Figure 1. Placement view (run 1).
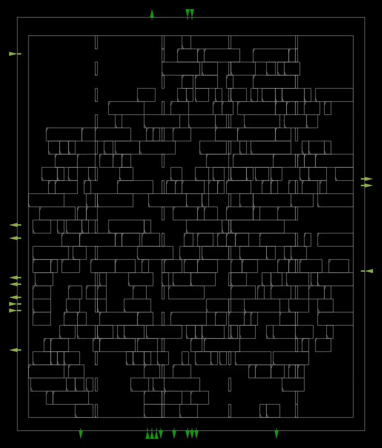
Figure 2. Nets reached from selected ports (run 1).
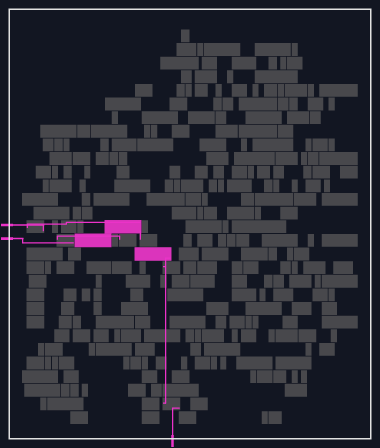
Figure 3. Metal 2 (run 1).
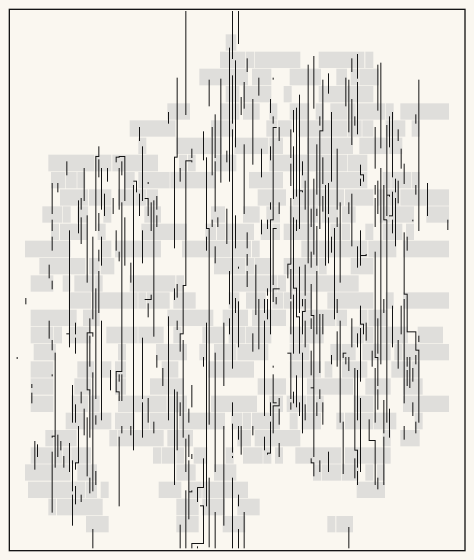
Figure 4. Metal 3 (run 1).
Scale bar: 20 µm.
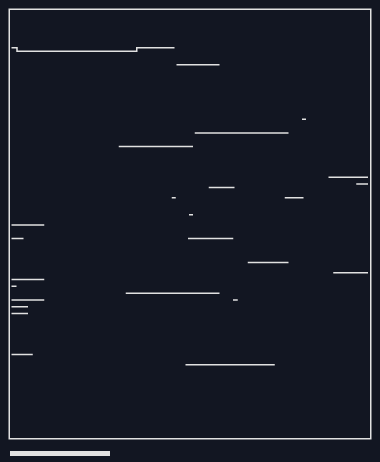
==> config.mk <==
export PLATFORM = sky130hd
export DESIGN_NAME = turn_ctrl
export DESIGN_NICKNAME = d
export VERILOG_FILES = /design/src/rtl/c4_pkg.sv /design/src/rtl/col_heights.sv /design/src/rtl/turn_ctrl.sv
export SDC_FILE = /design/constraint.sdc
export NUM_CORES = 1
export LEC_CHECK = 0
export CORE_ASPECT_RATIO = 1.2
export CORE_MARGIN = 2
export CORE_UTILIZATION = 40
export CTS_CLUSTER_SIZE = 8
export DETAILED_ROUTE_END_ITERATION = 10
export GPL_TIMING_DRIVEN = 0
export SLEW_MARGIN = 5
export SYNTH_ARGS = -nofsm -noshare
export SYNTH_HDL_FRONTEND = slang
export SYNTH_HIERARCHICAL = 1
export SYNTH_SLANG_ARGS = --single-unit
==> constraint.sdc <==
create_clock -name clk -period 1.91 [get_ports clk]
set_input_delay 0.382 -clock clk [delete_from_list [all_inputs] [get_ports clk]]
set_output_delay 0.382 -clock clk [all_outputs]
set_load 0.01 [all_outputs]
==> reports/summary.txt, run 1 <==
outcome: finished with violations
failing checks: setup timing
gr ovfl total: 0
Die Ht: 85.4 µm
Nets: 304
Critical Path End Type: flop
Top-area cell share: 38.1%
synthesized instance count: 242
placed cell count: 327
critical path depth: 11
worst hold margin: 0.336 ns
post-synthesis sequential area ratio: 38.1%
Critical Path AT: 2.12 ns
Core ar.: 5300 µm²
Max Transition Viols Final: 0
max FFs per register: 21
maximum clock frequency: 513 MHz
cell family with most CP delay: buffers and inverters
post-synthesis share of cell area spent on and-or and or-and gates: 9.86%
Post-Synth Simple-Gate Area: 23.0%
Worst Path Buf+Inv: 4
Finished Layout Cells: 341
final setup violation count: 7
fin crit share: 102%
Top logic family: simple AND/OR/NAND/NOR gates
Yosys chip area: 2210 µm²
min cycle time layout: 1.95 ns
max_cap viols: 0
DP HPWL: 3260 µm
most numerous logic cells after layout: 33 x dfxtp_1, 30 x nor2_1, 19 x nand2_1, 19 x clkdlybuf4s50_1, 16 x ha_1
drt first pass iters: 4
Pwr per Cell Area: 642 nW/µm²
initial antenna violation count: 0
register clock-pin slew on the reported worst setup and hold paths: 0.08 ns
Layout fillers: 495
Dominant Register Cell: dfxtp_1
flops & latches, synth: 42
EDFF count, synth: 0
Yosys Warn Count: 6
DR iter-0 viols: 51
Max stage delay on crit path: 0.23 ns
Worst Hold Class: in2reg
Worst Tran Pin Value: 0.526 ns
Unique masters post-synth: 45
share of layout cells above drive strength 1: 21.5%
largest net degree at the start of global routing: 13
first-pass GRT wire length: 7820 µm
# DRC: 0
relative slew slack: 64.9%
post-route setup slack: -0.0401 ns
About Figure 1:
FP Rows: 29
fin util: 51.8%
Seq Cell Count: 42

About Figure 2:
port	color	bits	direction	edge	end cells	buffers	wire
`wr_row`	magenta	3	output	2 left, 1 bottom	3	3	97.2 µm
port buffer count: 23
number of placed I/O pins: 25

About Figure 3:
wire length on this layer	2,170 µm
main direction	vertical
longest straight run	41.8 µm
via count: 1,739
met2 GRT Util: 26.5%
final wirelength: 4500 µm

About Figure 4:
nets with wire on the layer	19
wire length on this layer	184 µm
main direction	horizontal
met3 usage: 4.51%

[run 1: layer usage]
metal | part of all wire (%) | wire length, µm | vias to the layer above | global-route usage, %
met2 | 48 | 2170 | 31 | 26.5
met1 | 46 | 2050 | 795 | 20.0
met5 | 0 | 0 | - | 0
met4 | 2.2 | 97 | 0 | 7.72
met3 | 4.1 | 184 | 9 | 4.51
li1 | - | - | 904 | -
[run 1: synth_stat cells (all sizes together) (3+ instances only)]
master,n
a21oi,15
nand3b,3
buf,7
nand2,19
nand3,6
nor2,31
o221ai,5
mux2i,9
nand4b,3
xor2,6
or2,9
clkbuf,4
xnor2,10
o21ai,8
dfxtp,42
nand4,6
ha,16
inv,15
[run 1: through the flow]
step	power (mW)	util, %	setup slack, ns
after global routing	1.84	51.8	-0.169
after global placement	1.05	47.8	-0.799
final	1.76	51.8	-0.0401
after floorplan	0.994	-	-0.0648
after detailed placement	1.05	47.8	-0.814
after CTS	1.78	51.5	-0.0738
[run 1: repair_timing]
action	in CTS	in global routing
setup buffers	6	1
pin swaps	2	2
endpoints found under the setup margin	14	8
resized	25	5
[run 1: where the power goes]
| part | switching, mW | internal (mW) |
|---|---|---|
| clock | 0.305 | 0.419 |
| combinational | 0.0755 | 0.0754 |
| sequential | 0.00874 | 0.881 |
[run 1: cell type report]
cell class | instances | area, µm² | area share (%)
Buffer | 11 | 93.8 | 3.42
Clock buffer | 6 | 82.6 | 3.01
Clock inverter | 1 | 30.0 | 1.09
Inverter | 15 | 56.3 | 2.05
Multi-Input combinational cell | 174 | 1260 | 45.9
Sequential cell | 42 | 855 | 31.1
Tap cell | 62 | 77.6 | 2.82
Timing Repair Buffer | 30 | 292 | 10.6
==> run 2: changes to the inputs <==
--- a/config.mk
+++ b/config.mk
@@ -11,6 +11,7 @@
 export CTS_CLUSTER_SIZE = 8
 export DETAILED_ROUTE_END_ITERATION = 10
 export GPL_TIMING_DRIVEN = 0
+export PLACE_DENSITY = 0.6
 export SLEW_MARGIN = 5
 export SYNTH_ARGS = -nofsm -noshare
 export SYNTH_HDL_FRONTEND = slang
Figure 5. Placement view (run 2).
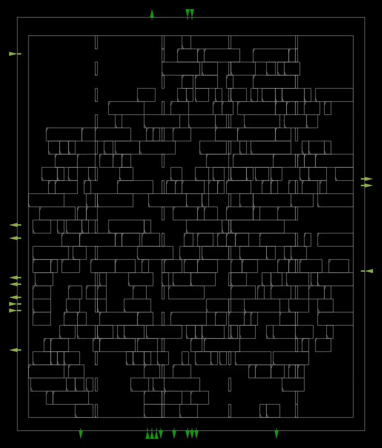
Seq area share: 31.1%
Core ar.: 5300 µm²

==> reports/summary.txt, run 2 <==
# DRC: 0 (unchanged)
max_cap viols: 0 (unchanged)
FP Rows: 29 (unchanged)
Die Ht: 85.4 µm (unchanged)
Critical Path AT: 2.12 ns (about the same)
flops & latches, synth: 42 (unchanged)
Post-Synth Simple-Gate Area: 23.0% (unchanged)
number of placed I/O pins: 25 (unchanged)
maximum clock frequency: 513 MHz (unchanged)
top cells by count, synth: 42 x dfxtp_1, 31 x nor2_1, 19 x nand2_1, 16 x ha_1
Layout fillers: 495 (unchanged)
DR iter-0 viols: 51 (unchanged)
final setup violation count: 7 (unchanged)
outcome: finished with violations
port buffer count: 23 (unchanged)
via count: 1,739 (unchanged)
post-synthesis share of cell area spent on and-or and or-and gates: 9.86% (unchanged)
Unique masters post-synth: 45 (unchanged)
cell with the most instances after synthesis: dfxtp_1
gr ovfl total: 0 (unchanged)
Worst Tran Pin Value: 0.526 ns (unchanged)
total power: 1.76 mW (unchanged)
first-pass GRT wire length: 7820 µm (unchanged)
failing checks: setup timing
DP HPWL: 3260 µm (unchanged)
initial antenna violation count: 0 (unchanged)
Critical Path End Type: flop
register clock-pin slew on the reported worst setup and hold paths: 0.08 ns (about the same)
synthesized instance count: 242 (unchanged)
Dominant Register Cell: dfxtp_1
relative slew slack: 64.9% (unchanged)
min cycle time layout: 1.95 ns (unchanged)
Pwr per Cell Area: 642 nW/µm² (unchanged)
Worst Hold Class: in2reg
most numerous logic cells after layout: 33 x dfxtp_1, 30 x nor2_1, 19 x nand2_1, 19 x clkdlybuf4s50_1, 16 x ha_1
post-route setup slack: -0.0401 ns (unchanged)
Figure 6. Placed cells, one color a class (run 2).
Fill, decap, tap and diode cells in gray.
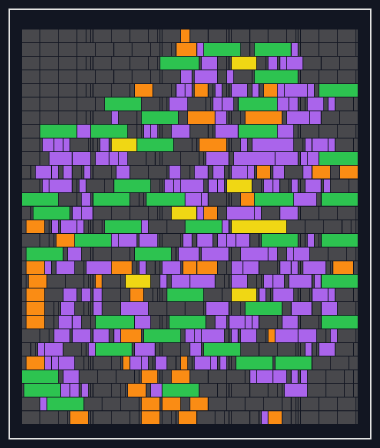
class	color	cells	share of their area
all other logic	purple	189	49%
clock drivers and dummy loads	yellow	7	4.2%
flip-flops	green	42	32%
other buffers and delay cells	orange	41	14%
post-layout instance area: 2750 µm²

==> run 2: cell type report <==
class	count	area, µm²	area share, %
clock buffers	6	82.6	3.01
clock inverters	1	30.0	1.09
repair buffers	30	292	10.6
well taps	62	77.6	2.82
inverters	15	56.3	2.05
plain buffers	11	93.8	3.42
multi-input cells	174	1260	45.9
flip-flops and latches	42	855	31.1
==> run 2: where the power goes <==
| group | switching, mW | internal (mW) |
|---|---|---|
| combinational | 0.0755 | 0.0754 |
| sequential | 0.00874 | 0.881 |
| clock | 0.305 | 0.419 |
| total | 0.390 | 1.37 |
==> run 2: through the flow <==
stage | hold WS (ns) | instance area [µm²] | utilization (%) | setup WS (ns) | instances
CTS | 0.336 | 2730 | 51.5 | -0.0738 | 340
finish | 0.336 | 2750 | 51.8 | -0.0401 | 341
floorplan | 0.448 | 2220 | - | -0.0648 | 242
global placement | 0.454 | 2530 | 47.8 | -0.799 | 327
detailed placement | 0.463 | 2530 | 47.8 | -0.814 | 327
global route | 0.359 | 2750 | 51.8 | -0.169 | 341
==> run 2: per-layer routing <==
layer	global-route usage (%)	share of wire, %
met5	0	0
met4	7.72	2.2
met3	4.51	4.1
met2	26.5	48
met1	20.0	46
==> run 2: critical path, delay by kind of cell <==
kind,cells,cell delay [ns]
AND-OR/OR-AND,3,0.53
buffers and inverters,4,0.60
multiplexers,1,0.21
AND/OR/NAND/NOR,3,0.40
==> run 2: repair_timing <==
action / 4_1_cts / 5_1_grt
endpoints found under the setup margin: 14 / 8
pin swaps: 2 / 2
setup buffers: 6 / 1
resized: 25 / 5
No activity file was given, so power comes from the tool's default toggle rates.
